Design mm_job_scheduler, sky130hd; sources not shown.
**Routed clock nets over the placement**

Scale bar: 20 um.
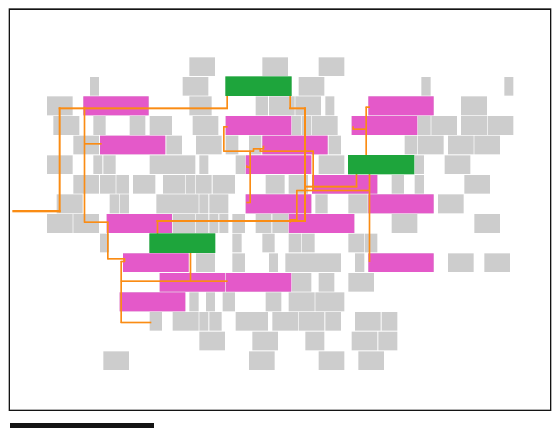
- flip-flops: magenta (count 17)
- clock drivers: green (count 3)
- clock wires: orange (length 240 um)
- routed clock nets: 4
Clock Power Share: 18.8%
clock skew: 0.003838 ns
Late-Pin Clk Latency: 0.25 ns
P_clk: 0.317 mW

**Signal wires by layer**

Scale bar: 20 um.
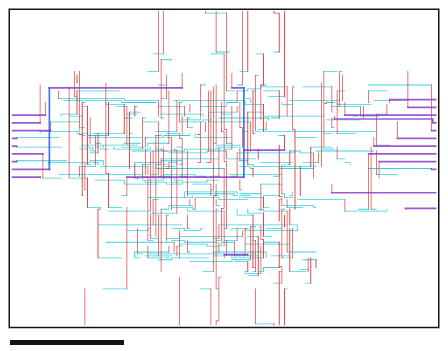
- metal 4: blue (wire length 29.9 um)
- metal 2: red (wire length 1100 um)
- metal 3: purple (wire length 204 um)
- metal 1: cyan (wire length 1080 um)
WL final: 2415 um
Vias: 902
DR WL/cell: 13.64 um

==> impl_metrics.py <==
# Flow results
metrics = {
    "setup_path": {
        "cp_slowest_cell": "clkdlybuf4s50_1",
        "critPathBufInv": 1,
        "cp_num_cells": 4,
        "r2r_slack_ns": 0.67,
        "required_ns": 2.26,
        "crit_chain": "nor3_4 > nand2_1 > a21oi_1 > clkdlybuf4s50_1",
        "cp_max_fo": 11,
        "r2r_cells": 5,
        "worstSetupPathType": "flip-flop to output port",
    },
    "clock_network": {
        "cts_tree": "yes",
        "postCtsSetupRepairBufs": 0,
        "cts_root_buf": "clkbuf_16",
        "postCtsHoldBufs": 0,
        "clock_path_buffers": 2,
        "clk_pin_slew_ns": 0.05,
    },
    "place": {
        "placed_cells": 173,
        "io_buffers": 34,
    },
    "job": {
        "log.warning_count": 26,
    },
    "floorplanning": {
        "chipArea_mm2": 0.004157,
        "die_height_um": 55.47,
        "ios": 36,
    },
    "synthesis": {
        "synth.cellmix.compoundShare_pct": 17.80,
        "synth-main-ff-cell": "dfrtp_1",
        "simple_gate_area_share_pct": 24.09,
        "synth.avg_cell_area_um2": 9.482,
        "ys_warn_count": 0,
        "ys_cells": 109,
        "syn_nets": 131,
        "synthTopCellsByCount": "dfrtp_1, nand2_1, nor2_1",
        "most_common_cell": "dfrtp_1",
        "syn_inst": 109,
        "ys_ff": 17,
    },
    "global_routing": {
        "grt.busiest_layer": "met2",
        "use_met2_pct": 19.23,
        "antenna_found_initial": 0,
        "grt.total_usage_pct": 12.57,
        "gr-total-overflow": 0,
        "grt_use_met1_pct": 15.72,
    },
    "finish": {
        "largest_register_ffs": 4,
        "post_route_cells_drive_above_1_share_pct": 7.801,
        "clkCellAreaFrac_pct": 5.479,
        "num-multi-input-gates": 82,
        "buffers_excl_clock": 34,
        "largest_class": "multi-input combinational cells",
    },
    "drt": {
        "top_layer": "met4",
        "final_antenna_net_count": 0,
        "drc": 0,
        "wl_met1_um": 1083,
    },
    "pwr": {
        "p_comb_mw": 0.842,
        "power_frac_comb_pct": 49.8,
    },
    "timing": {
        "slew_viol_final": 0,
        "setup_ws_ns": 0.2956,
        "fin_crit_ns": 2.214,
        "slew_headroom_pct": 49.21,
        "hold_viol": 0,
        "tightest_slew_ns": 0.7595,
        "clock.fmax_mhz": 451.6,
        "fin_crit_sh_pct": 88.22,
    },
    "status": {
        "run_status": "finished clean",
    },
}
Power figures rest on the tool's default switching activity, not on a simulated workload.
